## src/rtl/adder_ctrl_pkg.sv

```systemverilog
// Shared encodings and width helpers for the adder entry sequencer.
package adder_ctrl_pkg;

  typedef enum logic [2:0] {
    ST_IDLE   = 3'd0,
    ST_CAP_A  = 3'd1,
    ST_WAIT_B = 3'd2,
    ST_CAP_B  = 3'd3,
    ST_SHOW   = 3'd4
  } state_e;

  // Plain vector constants so the state register can stay a bare logic [2:0]
  // and the unused encodings 5..7 remain representable.
  localparam logic [2:0] S_IDLE   = ST_IDLE;
  localparam logic [2:0] S_CAP_A  = ST_CAP_A;
  localparam logic [2:0] S_WAIT_B = ST_WAIT_B;
  localparam logic [2:0] S_CAP_B  = ST_CAP_B;
  localparam logic [2:0] S_SHOW   = ST_SHOW;

  // Width of a counter that must hold 0 .. max_count-1 (at least one bit).
  function automatic int cnt_width(input int max_count);
    return (max_count < 2) ? 1 : $clog2(max_count);
  endfunction

endpackage

```

## src/rtl/key_debounce.sv

```systemverilog
// Push-button conditioning: 2-FF synchronizer, stability counter, and a
// one-cycle pulse when the debounced level rises.
module key_debounce
  import adder_ctrl_pkg::*;
#(
  parameter int DEBOUNCE_CYCLES = 500000
) (
  input  logic clock,
  input  logic reset,
  input  logic k,
  output logic press
);

  localparam int CW = cnt_width(DEBOUNCE_CYCLES);
  // The level flips on the edge where the count would reach DEBOUNCE_CYCLES,
  // which keeps the k-to-press latency at DEBOUNCE_CYCLES+2.
  localparam logic [CW-1:0] CNT_LAST = CW'(DEBOUNCE_CYCLES - 1);

  logic          k_meta;
  logic          k_s;
  logic          db_level;
  logic [CW-1:0] cnt;

  // Bring the asynchronous button into the clock domain
  always_ff @(posedge clock) begin
    if (reset) begin
      k_meta <= 1'b0;
      k_s    <= 1'b0;
    end else begin
      k_meta <= k;
      k_s    <= k_meta;
    end
  end

  // Count consecutive disagreeing cycles; accept the new level once stable
  always_ff @(posedge clock) begin
    if (reset) begin
      cnt      <= '0;
      db_level <= 1'b0;
      press    <= 1'b0;
    end else begin
      press <= 1'b0;
      if (k_s == db_level) begin
        cnt <= '0;
      end else if (cnt == CNT_LAST) begin
        cnt      <= '0;
        db_level <= k_s;
        press    <= k_s;
      end else begin
        cnt <= cnt + 1'b1;
      end
    end
  end

endmodule

```

## src/rtl/adder_seq_ctrl.sv

```systemverilog
// Operand entry sequencer for the signed 4-bit adder: debounced button steps
// through capture A, wait/capture B, and result display, with optional
// abort when B is not entered in time.
//
// state  | meaning
// IDLE   | waiting for first press, switches routed to A
// CAP_A  | one cycle: load pulse, latch sign of A
// WAIT_B | switches routed to B, timeout timer running
// CAP_B  | one cycle: latch sign of B
// SHOW   | result valid on display until next press
module adder_seq_ctrl
  import adder_ctrl_pkg::*;
#(
  parameter int DEBOUNCE_CYCLES = 500000,
  parameter int TIMEOUT_CYCLES  = 0
) (
  input  logic       clock,
  input  logic       reset,
  input  logic       k,
  input  logic       sgn,
  output logic       select,
  output logic       load,
  output logic       sa,
  output logic       sb,
  output logic       show,
  output logic       timeout,
  output logic [2:0] state
);

  localparam int            TW         = cnt_width(TIMEOUT_CYCLES);
  localparam bit            TIMEOUT_EN = (TIMEOUT_CYCLES != 0);
  localparam logic [TW-1:0] TIMER_LAST = TW'(TIMEOUT_CYCLES - 1);

  logic          press;
  logic [2:0]    state_q;
  logic [2:0]    state_d;
  logic [TW-1:0] timer;
  logic          expire;

  key_debounce #(
    .DEBOUNCE_CYCLES(DEBOUNCE_CYCLES)
  ) u_key (
    .clock(clock),
    .reset(reset),
    .k    (k),
    .press(press)
  );

  // A press in the same cycle as the last allowed WAIT_B cycle wins
  assign expire = TIMEOUT_EN && (state_q == S_WAIT_B) && !press && (timer == TIMER_LAST);

  // Next-state decode; unused encodings fall back to IDLE
  always_comb begin
    state_d = S_IDLE;
    case (state_q)
      S_IDLE:   state_d = press ? S_CAP_A : S_IDLE;
      S_CAP_A:  state_d = S_WAIT_B;
      S_WAIT_B: begin
        if (press)       state_d = S_CAP_B;
        else if (expire) state_d = S_IDLE;
        else             state_d = S_WAIT_B;
      end
      S_CAP_B:  state_d = S_SHOW;
      S_SHOW:   state_d = press ? S_IDLE : S_SHOW;
      default:  state_d = S_IDLE;
    endcase
  end

  // State register
  always_ff @(posedge clock) begin
    if (reset) state_q <= S_IDLE;
    else       state_q <= state_d;
  end

  // WAIT_B dwell timer, cleared while passing through CAP_A
  always_ff @(posedge clock) begin
    if (reset) begin
      timer <= '0;
    end else if (state_q == S_CAP_A) begin
      timer <= '0;
    end else if ((state_q == S_WAIT_B) && TIMEOUT_EN) begin
      timer <= timer + 1'b1;
    end
  end

  // Operand sign latches, cleared on abort and when leaving SHOW
  always_ff @(posedge clock) begin
    if (reset) begin
      sa <= 1'b0;
      sb <= 1'b0;
    end else begin
      case (state_q)
        S_CAP_A:  sa <= sgn;
        S_WAIT_B: if (expire) sa <= 1'b0;
        S_CAP_B:  sb <= sgn;
        S_SHOW: begin
          if (press) begin
            sa <= 1'b0;
            sb <= 1'b0;
          end
        end
        default: ;
      endcase
    end
  end

  assign select  = (state_q == S_WAIT_B) || (state_q == S_CAP_B) || (state_q == S_SHOW);
  assign load    = (state_q == S_CAP_A);
  assign show    = (state_q == S_SHOW);
  assign timeout = expire;
  assign state   = state_q;

endmodule
```

## config.mk

```make
export PLATFORM = sky130hd
export DESIGN_NAME = adder_seq_ctrl
export DESIGN_NICKNAME = d
export VERILOG_FILES = /design/src/rtl/adder_ctrl_pkg.sv /design/src/rtl/key_debounce.sv /design/src/rtl/adder_seq_ctrl.sv
export SDC_FILE = /design/constraint.sdc
export NUM_CORES = 1
export LEC_CHECK = 0
export CORE_MARGIN = 5
export CORE_UTILIZATION = 30
export DETAILED_ROUTE_END_ITERATION = 10
export MAX_ROUTING_LAYER = met4
export REMOVE_ABC_BUFFERS = 1
export SLEW_MARGIN = 20
export SYNTH_ARGS = -nofsm -noshare
export SYNTH_HDL_FRONTEND = slang
export SYNTH_SLANG_ARGS = --single-unit
```

## constraint.sdc

```tcl
create_clock -name clock -period 1.88 [get_ports clock]
set_input_delay 0.282 -clock clock [delete_from_list [all_inputs] [get_ports clock]]
set_output_delay 0.282 -clock clock [all_outputs]
set_load 0.01 [all_outputs]
```

Run 1, wiring by layer:
Drawn at 6 px/um. Two of the layers only.
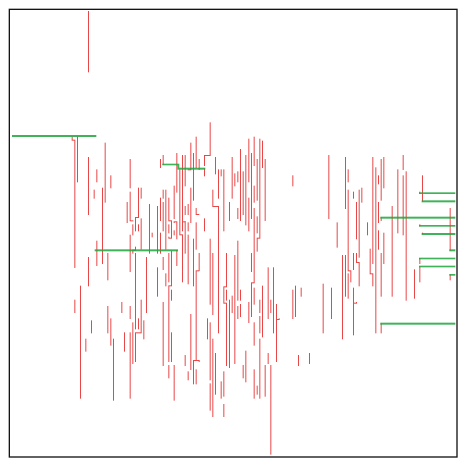
Key: red = met2 [wire length 1230 um]; green = met3 [wire length 94.3 um]

Run 1, I/O pins on the die edge:
Drawn at 6 px/um. Pins as bars across the die edge, other pins in gray.
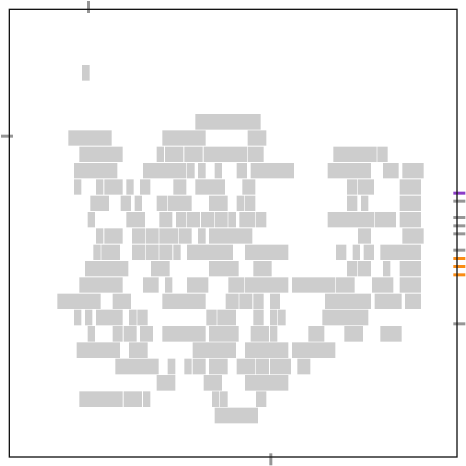
Key: purple = `sa` [pins 1, direction output, edge right]; orange = `state` [pins 3, direction output, edge right]
All pins by edge: 10 right, 1 left, 1 bottom, 1 top.

Run 1, wires at chosen ports, followed through buffers:
Drawn at 4 px/um.
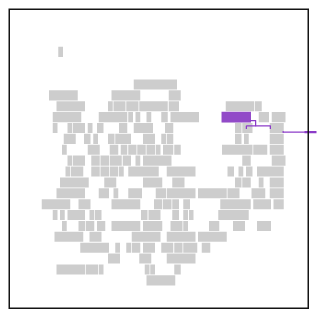
Key: purple = `sa` [bits 1, direction output, edge right, end cells 1, wire 16.0 um]

Run 1, cells by drive strength:
Drawn at 6 px/um.
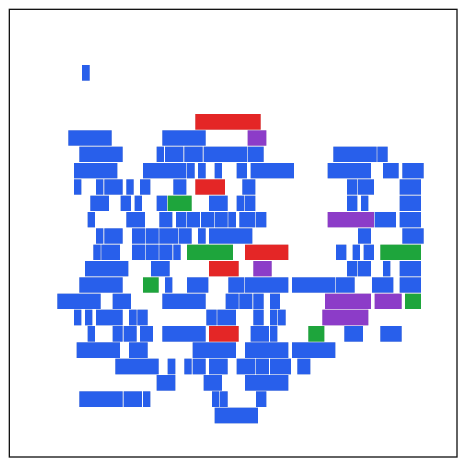
Key: green = drive 3 to 4 [cells 6, share 3.9%]; purple = drive 2 [cells 6, share 3.9%]; red = drive 6 and up [cells 5, share 3.2%]; blue = drive 1 or less [cells 137, share 89%]

==> impl_metrics.tcl, run 1 <==
# yosys + openroad results
set metrics [dict create \
    outcome "complete, no violations" \
    finalSetupViolCount 0 \
    cts.path.max_buffers 2 \
    reg2reg_slack_ns 0.15 \
    slowest_delay_ns 0.53 \
    synth_area_um2 1240 \
    worst-path-buf-inv 1 \
    adder_share_pct 1.01 \
    path_cells "nor3b_4 -> a21o_1 -> clkdlybuf4s50_1" \
    postPlaceCellArea_um2 1430 \
    hp-class "reg -> reg" \
    first_iter_violations 24 \
    num_rows 23 \
    antenna_found_initial 0 \
    route.met3.wl_um 94 \
    wl_met2_um 1230 \
    comb_area_um2 658 \
    xor_share_pct 12.0 \
    vias_per_cell 4.94 \
    fp.coreArea_um2 4000 \
    comb-power_mw 0.0222 \
    cp.arrival_ns 1.54 \
    ys_seq_share_pct 45.1 \
    p_clk_share_pct 42.9 \
    most_common_cell "dfxtp_1" \
    common_cells "dfxtp_1, nor2_1, xnor2_1" \
    largest_reg_flops 19 \
    tns_ns 0 \
    r2r-end "u_key.cnt[18]" \
    post-place-ws_ns 0.106 \
    setup.worst_path.end "select" \
    synth_area_leader_cell "dfxtp_1" \
    dr.max_layer_used "met4" \
    use_met3_pct 2.57 \
    crit_path_start "state[2]" \
    final_util_pct 38.2 \
    drt-wirelength-per-cell_um 11.9 \
    cts_tree "done" \
    power_switching_mw 0.192 \
    top_logic_kind "simple AND/OR/NAND/NOR gates" \
    cp_slowest_cell "clkdlybuf4s50_1" \
    grt_pass1_wl_um 4280 \
    fill_cells 403 \
    dp_hpwl_um 1840 \
    p_leak_nw 0.462 \
    gp_congestion 0.841 \
    top_register "u_key.cnt" \
    min_path_cells 1 \
    cellPowerDensity_nw_per_um2 709 \
    total_power_mw 1.08 \
    slew-limit-headroom_pct 67.4 \
    grt_max_degree 19 \
    swShare_pct 17.7 \
    ys_chip_area_um2 1240 \
    crit_family "buffers and inverters" \
    fmax_mhz 550 \
    port_buffers 11 \
    vdd_drop_max_mv 0.294 \
    r2r_start "u_key.cnt[0]" \
    track_usage_pct 10.2 \
    die-area_um2 5530 \
    ys_sh_simple_pct 32.9 \
    max_cap_viol_count 0 \
    warnings 25 \
    final_layout_size_suffix_gt1_share_pct 11.0 \
    seqCellArea_um2 564 \
    holdWs_ns 0.448 \
    die_y_um 74.4 \
    syn_avg_cell_area_um2 9.01 \
    setup.worst_path.start_class "register" \
    cts.clk_slew.worst_paths_ns 0.09 \
    synthArstFlopShare_pct 0 \
    first_global_vias 1021 \
    power.internal_mw 0.892 \
    fin_area_um2 1530 \
    num_vias 1008 \
    ant_nets 0 \
    syn_to_final_growth_pct 22.8 \
    yosysCellCount 138 \
    post-cts-setup-buffer-count 0 \
    antennaDiodeCount 0 \
    ff_type "dfxtp_1" \
    p_seq_mw 0.597 \
    cp-end-kind "primary output" \
    cts-root-buf "clkbuf_8" \
    worst_pin_slew_ns 0.483 \
    final_hold_viol_count 0 \
    met1_usage_pct 11.2 \
    die_x_um 74.4 \
]
[run 1: placed cells by master, fill, tap and decap left out, drive strengths merged, types with 2 or more instances in the layout]
cell type,count
nor3b,3
xnor2,13
or3,4
nand4,9
dfxtp,28
buf,4
nor4b,3
nor4,5
inv,5
clkbuf,3
a21oi,6
nor2,18
o21ai,3
nor2b,2
nand2,8
nand3,8
nor3,5
xor2,4
clkdlybuf4s50,11
[run 1: final cells by class]
type,count,share of cell area (%)
Timing Repair Buffer,15,9.99
Tap cell,50,4.09
Inverter,5,1.23
Sequential cell,28,36.9
Multi-Input combinational cell,102,43.1
Clock inverter,1,1.97
Clock buffer,3,2.70
--- run 2 (diff from run 1) ---
Settings changed: SYNTH_HIERARCHICAL set to 1.
Run 2, I/O pins on the die edge:
Drawn at 6 px/um. Pins as bars across the die edge, other pins in gray.
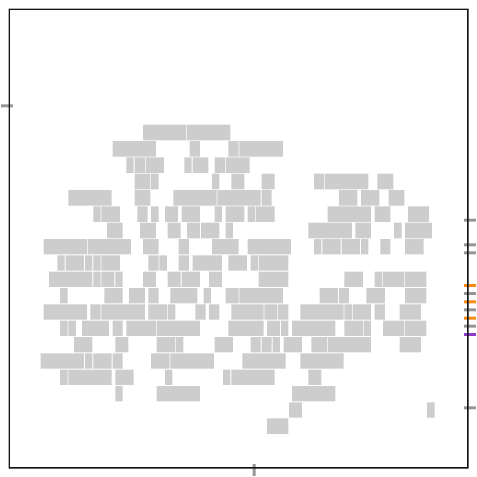
Key: orange = `state` [pins 3, direction output, edge right]; purple = `sa` [pins 1, direction output, edge right]

==> impl_metrics.tcl, run 2 <==
# yosys + openroad results
set metrics [dict create \
    outcome "complete, no violations" \
    hold_start "u_key/k_meta" \
    use_met3_pct 3.31 \
    post-place-ws_ns 0.190 \
    ant_nets 0 \
    vdd_drop_max_mv 0.503 \
    total_power_mw 0.976 \
    dp_hpwl_um 1800 \
    cp_slowest_cell "clkdlybuf4s50_1" \
    drt-wirelength-per-cell_um 11.3 \
    period_used_pct 94.8 \
    edf_count 0 \
    antenna_found_initial 0 \
    final-clk-cell-share_pct 3.51 \
    syn_avg_cell_area_um2 8.94 \
    r2r-end "u_key/cnt[16]" \
    synthArstFlopShare_pct 0 \
    htree_num_levels 1 \
    port_buffers 11 \
    synth.cellmix.compoundShare_pct 8.29 \
    rr_worst_depth 5 \
    cts-root-buf "clkbuf_8" \
    wl_met2_um 1090 \
    synth-seq-cells 28 \
    final_layout_size_suffix_gt1_share_pct 11.0 \
    lay_top_count "dfxtp_1" \
    comb_cells 108 \
    first_global_vias 983 \
    crit_type "reg -> out" \
    ff_type "dfxtp_1" \
    crit_path_start "state[2]" \
    seq-cell-share_pct 35.8 \
    tns_ns 0 \
    finalNetCount 169 \
    holdWs_ns 0.455 \
    cp-end-kind "primary output" \
    setup.worst_path.end "load" \
    cts_sinks 28 \
    die-area_um2 5800 \
    path_cells "buf_4 -> nor3b_1 -> clkdlybuf4s50_1" \
    num_vias 1058 \
    postPlaceCellArea_um2 1500 \
    xor_share_pct 10.0 \
    die_y_um 76.2 \
    clock_latency_ns 0.27 \
    track_usage_pct 8.78 \
    maxSlewViolCount 0 \
    hp-class "reg -> reg" \
    warnings 25 \
    cts.path.max_buffers 2 \
    inv_count 5 \
    top_logic_kind "simple AND/OR/NAND/NOR gates" \
    final_hold_viol_count 0 \
    first_iter_violations 31 \
    comb_share_pct 44.1 \
    top_register "u_key/cnt" \
    yosysCellCount 147 \
    fp.coreArea_um2 4290 \
    gp_congestion 0.793 \
    wl_met1_um 1170 \
    reg2reg_slack_ns 0.16 \
    ff_count 28 \
    route.met3.wl_um 150 \
    setup.worst_path.start_class "register" \
    lay_top_cells "dfxtp_1, nor2_1, xnor2_1, nand2_1, clkdlybuf4s50_1" \
    cts_tree "done" \
    final_util_pct 36.5 \
    ys_seq_share_pct 42.7 \
    met1_usage_pct 10.0 \
    grt_max_degree 20 \
    dr.max_layer_used "met4" \
    post-cts-setup-buffer-count 0 \
    buffers 18 \
    num_rows 24 \
    nClkBuffers 4 \
    grt_pass1_wl_um 4240 \
    fin_area_um2 1570 \
    worst-path-buf-inv 2 \
    cts.clk_slew.worst_paths_ns 0.09 \
    fp_util_pct 30.6 \
    cp.arrival_ns 1.50 \
    most_common_cell "dfxtp_1" \
    taps 52 \
    antennaDiodeCount 0 \
    ys_sh_simple_pct 32.6 \
    crit_family "buffers and inverters" \
    largest_reg_flops 19 \
    wl_um 2440 \
    common_cells "dfxtp_1, nor2_1, nand2_1, xnor2_1" \
    fmax_mhz 561 \
    largest_cell_class "combinational gates" \
    cellPowerDensity_nw_per_um2 623 \
    min_path_cells 1 \
    r2r_start "u_key/cnt[0]" \
    die_x_um 76.2 \
    max_cap_viol_count 0 \
    comb_area_um2 691 \
    fill_cells 442 \
    adder_share_pct 0.952 \
    ys_chip_area_um2 1310 \
    synth_area_um2 1310 \
    p_leak_nw 0.502 \
    worstSetupPathDepth 3 \
    nonClkBufAreaFrac_pct 11.3 \
    syn_to_final_growth_pct 19.2 \
    finalSetupViolCount 0 \
    seqCellArea_um2 561 \
    vias_per_cell 4.92 \
    rsz0062_at_grt "no" \
    slowest_delay_ns 0.56 \
    area_leaders "dfxtp_1, xnor2_1, nor2_1" \
    synth_area_leader_cell "dfxtp_1" \
    grt-ovfl-total 0 \
]
[run 2: cell count changes in the layout (fill, tap and decap cells not counted), moves of 2 or more]
cell / before / now
a2111oi_0: 0 / 2
a21oi_1: 5 / 7
and4_1: 1 / 3
buf_4: 3 / 6
clkdlybuf4s50_1: 11 / 9
dfxtp_1: 25 / 28
dfxtp_2: 3 / 0
nand2_1: 8 / 10
nor2_1: 18 / 20
nor4_1: 5 / 2
or3b_1: 0 / 2
xnor2_1: 13 / 10
[run 2: power breakdown]
group | total (mW) | switching, mW | internal, mW
Clock | 0.358 | 0.170 | 0.187
Sequential | 0.597 | 0.00158 | 0.595
Combinational | 0.0220 | 0.0101 | 0.0119
Total | 0.976 | 0.182 | 0.794
--- run 3 (diff from run 2) ---
Settings changed: CELL_PAD_IN_SITES_DETAIL_PLACEMENT set to 1, CELL_PAD_IN_SITES_GLOBAL_PLACEMENT set to 2, PLACE_DENSITY_LB_ADDON set to 0.1.
Run 3, I/O pins on the die edge:
Drawn at 6 px/um. Pins as bars across the die edge, other pins in gray.
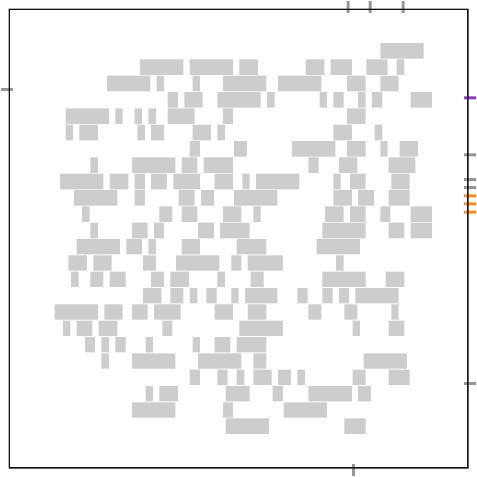
Key: orange = `state` [pins 3, direction output, edge right]; purple = `sa` [pins 1, direction output, edge right]
All pins by edge: 8 right, 3 top, 1 left, 1 bottom.

==> impl_metrics.tcl, run 3 <==
# yosys + openroad results
set metrics [dict create \
    p_leak_nw 0.526 \
    num_vias 1091 \
    fin_area_um2 1600 \
    tns_ns 0 \
    wl_um 3200 \
    post-place-ws_ns 0.153 \
    vdd_drop_max_mv 0.235 \
    outcome "complete, no violations" \
    syn_to_final_growth_pct 21.4 \
    synth_area_leader_cell "dfxtp_1" \
    top_register "u_key/cnt" \
    use_met3_pct 2.60 \
    holdWs_ns 0.447 \
    postPlaceCellArea_um2 1530 \
    synth.cellmix.compoundShare_pct 8.29 \
    setup.worst_path.start_class "register" \
    dp_hpwl_um 2460 \
    grt_max_degree 20 \
    swShare_pct 19.7 \
    lay_top_count "dfxtp_1" \
    final_util_pct 37.2 \
    combPwrFrac_pct 2.3 \
    synth-seq-cells 28 \
    path_max_fanout 3 \
    ys_sh_simple_pct 32.6 \
    fill_cells 514 \
    lay_top_cells "dfxtp_1, nor2_1, xnor2_1, nand2_1, buf_4" \
    setup.worst_path.end "select" \
    comb-power_mw 0.0229 \
    period_used_pct 89.5 \
    maxSlewViolCount 0 \
    ff_type "dfxtp_1" \
    pg_clk_mw 0.370 \
    grt_pass1_wl_um 5750 \
    common_cells "dfxtp_1, nor2_1, nand2_1, xnor2_1" \
    crit_path_start "state[0]" \
    htree_num_levels 1 \
    first_global_vias 1214 \
    cts.path.max_buffers 2 \
    top_logic_kind "simple AND/OR/NAND/NOR gates" \
    synth_area_um2 1310 \
    finalSetupViolCount 0 \
    fmax_mhz 595 \
    cp.arrival_ns 1.40 \
    pwr-share-seq_pct 60.3 \
    fp_util_pct 30.6 \
    antenna_found_initial 0 \
    cellPowerDensity_nw_per_um2 620 \
    r2r_start "u_key/cnt[12]" \
    die_x_um 76.2 \
    worst-path-buf-inv 1 \
    met1_usage_pct 14.4 \
    power.internal_mw 0.794 \
    vias_per_cell 4.98 \
    worstSetupPathDepth 3 \
    r2r-end "u_key/db_level" \
    hp-class "reg -> reg" \
    warnings 25 \
    edf_count 0 \
    p_seq_mw 0.597 \
    wl_met1_um 1480 \
    wl_met2_um 1600 \
    reg2reg_slack_ns 0.24 \
    drt-pass1-iter-count 4 \
    cp_slowest_cell "or3b_1" \
    ys_chip_area_um2 1310 \
    post-cts-setup-buffer-count 0 \
    crit_type "reg -> out" \
    rsz0062_at_grt "no" \
    die_y_um 76.2 \
    syn_avg_cell_area_um2 8.94 \
    power.group.top "registers" \
    num_rows 24 \
    cp-end-kind "primary output" \
    path_cells "or3b_1 -> o21ai_0 -> dlygate4sd2_1" \
    largest_reg_flops 19 \
    seqCellArea_um2 561 \
    ant_nets 0 \
    slowest_delay_ns 0.42 \
    gp_congestion 0.731 \
    fp.coreArea_um2 4290 \
    cts-root-buf "clkbuf_8" \
    grt-ovfl-total 0 \
    clock_latency_ns 0.27 \
    antennaDiodeCount 0 \
    synthArstFlopShare_pct 0 \
    yosysCellCount 147 \
    cts_sinks 28 \
    crit_family "simple AND/OR/NAND/NOR gates" \
    power_switching_mw 0.195 \
    drt-wirelength-per-cell_um 14.6 \
    dr.max_layer_used "met4" \
    die-area_um2 5800 \
    rr_worst_depth 4 \
    comb_area_um2 691 \
    cts_tree "done" \
    cts.clk_slew.worst_paths_ns 0.10 \
    ys_seq_share_pct 42.7 \
]
==> run 3: cell counts after synthesis <==
No cell type changed its count.
==> run 3: logic make-up (layout without fill, tap and decap cells) <==
family,Yosys count,after routing
adder cells (fa/ha/maj),1,1
AND-OR/OR-AND,16,16
XOR/XNOR,15,15
AND/OR/NAND/NOR,75,75
buffers and inverters,11,31
other,1,1
flip-flops,28,28
==> run 3: stage by stage <==
step	total power, mW	instances
finish	0.989	219
global placement	0.634	214
global route	1.03	219
CTS	1.01	218
detailed placement	0.634	214
floorplan	0.618	141
==> run 3: layout make-up <==
type,count,area share [%]
repair buffers,22,12.9
inverters,5,1.18
flip-flops and latches,28,35.1
well taps,52,4.08
clock buffers,4,3.45
multi-input cells,108,43.3
No activity file was given, so power comes from the tool's default toggle rates.
